Fig. 1: run 1, logic cells by family
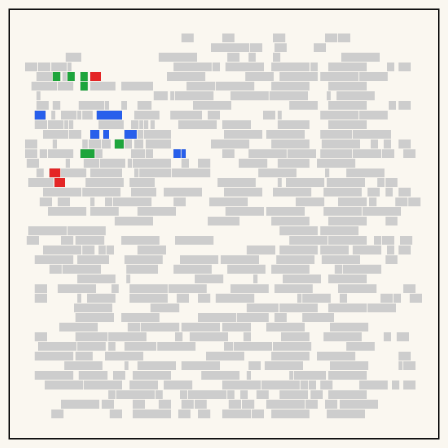
Fig. 2: run 1, routing congestion
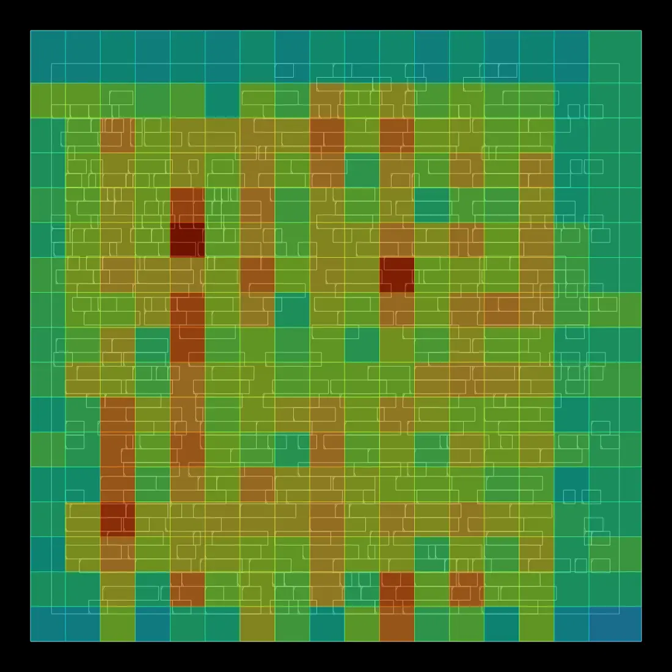
Fig. 3: run 1, M2 wires
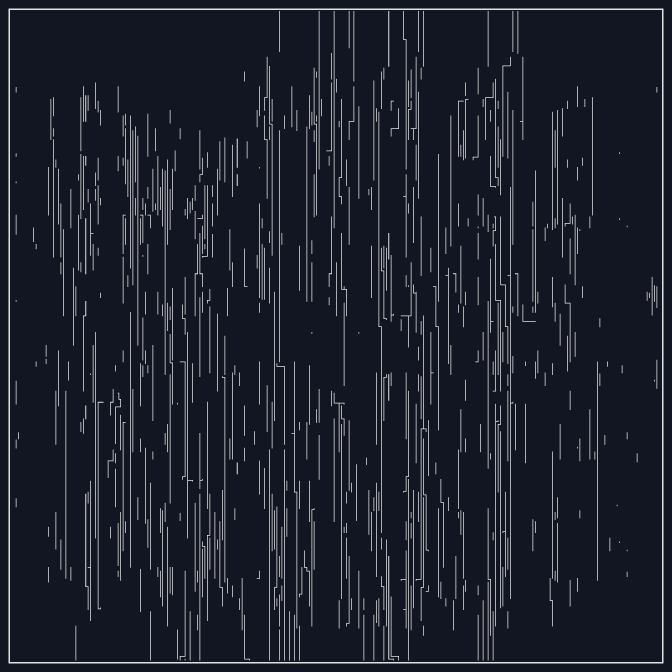
==> config.mk <==
export PLATFORM = sky130hd
export DESIGN_NAME = wb_stream_fifo
export DESIGN_NICKNAME = d
export VERILOG_FILES = /design/src/rtl/bb_wb_pkg.sv /design/src/rtl/wb_fifo_mem.sv /design/src/rtl/wb_stream_fifo.sv
export SDC_FILE = /design/constraint.sdc
export NUM_CORES = 1
export LEC_CHECK = 0
export ABC_CLOCK_PERIOD_IN_PS = 6400
export CORE_MARGIN = 4
export CORE_UTILIZATION = 45
export DETAILED_ROUTE_END_ITERATION = 10
export GPL_ROUTABILITY_DRIVEN = 0
export PLACE_DENSITY_LB_ADDON = 0.2
export RECOVER_POWER = 100
export SLEW_MARGIN = 25
export SYNTH_ARGS = -nofsm -noshare
export SYNTH_HDL_FRONTEND = slang
export SYNTH_SLANG_ARGS = --single-unit
==> constraint.sdc <==
create_clock -name CLK_I -period 6.4 [get_ports CLK_I]
set_input_delay 1.28 -clock CLK_I [delete_from_list [all_inputs] [get_ports CLK_I]]
set_output_delay 1.28 -clock CLK_I [all_outputs]
set_load 0.005 [all_outputs]
==> impl_metrics.yaml, run 1 <==
# physical design summary
power_and_ir_drop:
  pg_comb_mw: 0.104
  seqPwrFrac_pct: 53.0
  fin_total_pwr_mw: 1.99
  power-top-group: "registers"
  vdd_drop_max_mv: 0.183
  clkPwrFrac_pct: 41.8
  p_seq_mw: 1.05
  combPwrFrac_pct: 5.3
  netSwitchingPower_mw: 0.381
  switching_share_pct: 19.2
  leakagePower_nw: 2.34
  internal_power_mw: 1.61
synth:
  ys_sh_aoi_pct: 1.22
  ys_area_um2: 5720
  ys.flop_type: "edfxtp_1"
  mux_share_pct: 13.7
  synth_top_area_share_pct: 69.3
  ys_sh_xor_pct: 0.459
  yosysWarningCount: 0
  ys_async_sr_fraction_pct: 0
  synth-seq-cells: 145
  top_cells_by_count: "132 x edfxtp_1, 35 x nor2b_1, 32 x mux4_2"
  avgSynthCellArea_um2: 20.3
  syn-num-nets: 327
  logic_family: "multiplexers"
  topCellsByArea: "edfxtp_1 69%, mux4_2 13%, dfxtp_1 4.5%, nor2b_1 3.8%, buf_6 1.4%"
  yosys_cells: 282
  top_cell: "edfxtp_1"
  synth_cell_types: 36
  top_area_cell: "edfxtp_1"
floorplan:
  die_w_um: 121
  n_tap_cell: 168
  io_pins: 74
  core_um2: 12200
  fp_util_pct: 46.9
  rows: 40
drt:
  drt_iter0_drc: 135
  maxUsedRoutingLayer: "met4"
  wire_per_inst_um: 17.8
  wl_met3_um: 433
layout:
  largestClassByArea: "flip-flops and latches"
  buffers: 74
  final_layout_size_suffix_gt1_share_pct: 16.5
  num-nets-final: 407
  buf_share_pct: 10.5
  n_all_inverters: 10
  areaGrowthSynthToFinish_pct: 23.1
  comb.multi_input.count: 114
  final-seq-area_um2: 4230
  seq_cells: 145
  mostFrequentLayoutCells: "132 x edfxtp_1, 66 x dlygate4sd3_1, 35 x nor2b_1, 32 x mux4_2, 17 x clkbuf_16"
  clkbuf_count: 30
clock_network:
  cts_max_path_buffers: 2
  cts_tree: "yes"
  root_buffer: "clkbuf_16"
  postCtsSetupRepairBufs: 0
  path_clk_slew_ps: 50
timing:
  min_period_ps: 5100
  final-hold-violation-count: 0
  worst_hold_slack_ps: 511
  drv_slew: 171
  max_freq_ghz: 0.196
  clock_skew_ps: 7.36
  period_used_pct: 79.7
critical_path:
  startpoint_type: "register"
  path_depth: 5
  r2r_setup_slack_ps: 2420
  cp_cell_sequence: "mux2i_1, o22ai_1, nand3b_4, nor2b_1, dlygate4sd3_1"
  path_class: "register to output pin"
  end_kind: "output pin"
  critPathBufInv: 1
  path_max_fanout: 34
  rr_worst_depth: 9
grt:
  grt_util_all_layers_pct: 14.7
  grt_max_degree: 35
hold_path:
  hp-class: "register to register"
  hold_depth: 1
flow_run:
  cap_violations: 5
  warnings: 29
placement:
  dp_hpwl_mm: 5.60
outcome:
  status: "finished, violations left"
  violations: "max-capacitance violations, max-slew violations"
## Picture notes: Fig. 1
xor and xnor cells -> red  # cells 3
nand cells -> blue  # cells 7
and/or cells -> green  # cells 6, where north-west
logic share of the area: 19.0%
final cell count without fillers: 543
most instantiated logic cell after routing: edfxtp_1

## Picture notes: Fig. 2
M1 GR Usage: 17.7%
GRT busiest layer: met2

## Picture notes: Fig. 3
longest straight run = 76.2 um
wire length on this layer = 5010 um
via count: 2731
Final Routed Wirelength: 9.69 mm
met2 usage: 24.7%

Fig. 4: run 1, wiring by layer
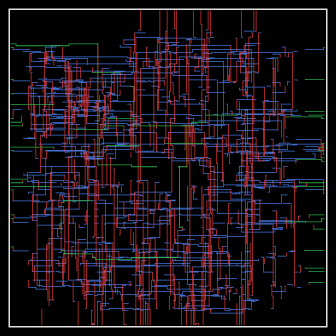

==> inputs of run 2 (changes only) <==
--- a/config.mk
+++ b/config.mk
@@ -5,7 +5,7 @@
 export SDC_FILE = /design/constraint.sdc
 export NUM_CORES = 1
 export LEC_CHECK = 0
-export ABC_CLOCK_PERIOD_IN_PS = 6400
+export ABC_CLOCK_PERIOD_IN_PS = 5050
 export CORE_MARGIN = 4
 export CORE_UTILIZATION = 45
 export DETAILED_ROUTE_END_ITERATION = 10
==> constraint.sdc (replaced) <==
create_clock -name CLK_I -period 5.05 [get_ports CLK_I]
set_input_delay 1.01 -clock CLK_I [delete_from_list [all_inputs] [get_ports CLK_I]]
set_output_delay 1.01 -clock CLK_I [all_outputs]
set_load 0.005 [all_outputs]
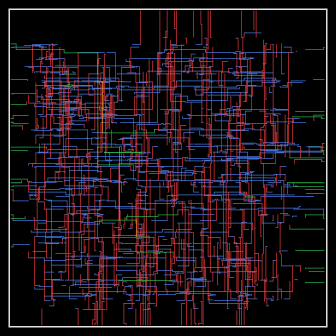
Fig. 5. Wiring by layer (run 2).
M4 -> orange  # wire length 96.6 um
M3 -> green  # wire length 413 um
M1 -> blue  # wire length 4340 um
M2 -> red  # wire length 5100 um
routed wire length per instance: 18.3 um
Final Routed Wirelength: 9.96 mm
via count: 2754

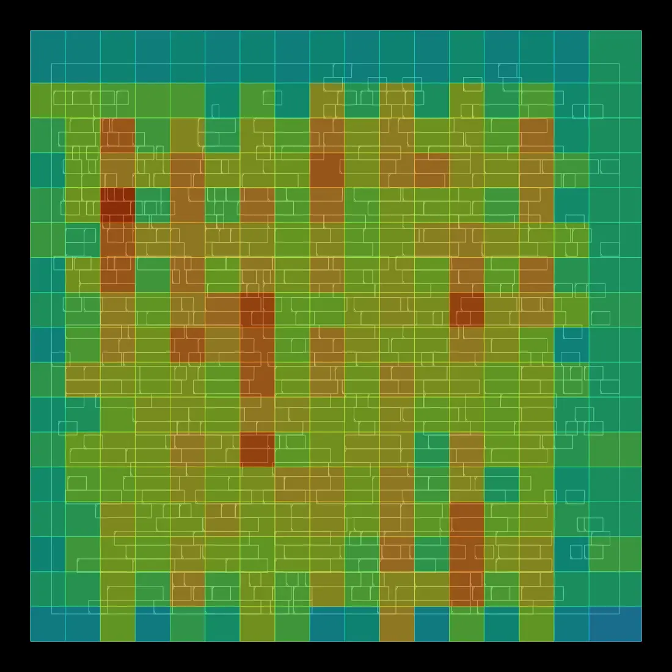
Fig. 6. Routing congestion (run 2).
global-route usage over all layers: 14.7%
final core utilization: 58.6%
met3 Track Usage GR: 4.12%

==> run 2 against run 1 <==
The flow still finishes with violations (max-capacitance violations, max-slew violations). Sequential share of layout area shrank 0.92 points. Die area stayed put. Via count rose by 0.84%. Register-to-register slack worse by 720 ps. Critical endpoint is now ACK_O. Highest routed layer unchanged.
==> impl_metrics.yaml, run 2 <==
# physical design summary
outcome:
  status: "finished, violations left"
  violations: "max-capacitance violations, max-slew violations"
timing:
  period_used_pct: 84.7
  final-hold-violation-count: 0
  worst_hold_slack_ps: 526
  drv_slew: 136
  max_freq_ghz: 0.234
  clock_skew_ps: 8.16
synth:
  ys.flop_type: "edfxtp_1"
  synth_cell_types: 36
  synth_top_area_share_pct: 69.3
  topCellsByArea: "edfxtp_1 69%, mux4_2 13%, dfxtp_1 4.5%, nor2b_1 3.8%, buf_6 1.4%"
  yosysWarningCount: 0
  top_area_cell: "edfxtp_1"
  avgSynthCellArea_um2: 20.3
  ys_area_um2: 5720
  top_cells_by_count: "132 x edfxtp_1, 35 x nor2b_1, 32 x mux4_2"
  yosys_cells: 282
  logic_family: "multiplexers"
floorplan:
  n_tap_cell: 168
  fp_util_pct: 46.9
  rows: 40
  io_pins: 74
critical_path:
  startpoint_type: "input pin"
  cp_cell_sequence: "dlygate4sd3_1, nand4b_1, a31oi_1, dlygate4sd3_1"
  path_class: "input pin to output pin"
  path_max_fanout: 14
  end_kind: "output pin"
power_and_ir_drop:
  p_seq_mw: 1.33
  pg_comb_mw: 0.135
  seqPwrFrac_pct: 49.3
  netSwitchingPower_mw: 0.536
  power-top-group: "registers"
  leakagePower_nw: 2.36
  clkPwrFrac_pct: 45.7
  fin_total_pwr_mw: 2.71
grt:
  use_met2_pct: 23.8
  grtUsageMet1_pct: 19.0
layout:
  fin_cells: 544
  final-seq-area_um2: 4230
  comb.multi_input.count: 114
  n_all_inverters: 10
  buf_share_pct: 10.4
  buffers: 75
clock_network:
  root_buffer: "clkbuf_16"
  postCtsSetupRepairBufs: 0
  cts_max_path_buffers: 2
flow_run:
  warnings: 29
  cap_violations: 4
placement:
  dp_hpwl_mm: 5.89
hold_path:
  hold_depth: 1
drt:
  drt_iter0_drc: 127
  maxUsedRoutingLayer: "met4"
Power is estimated from default activity; no workload was simulated.
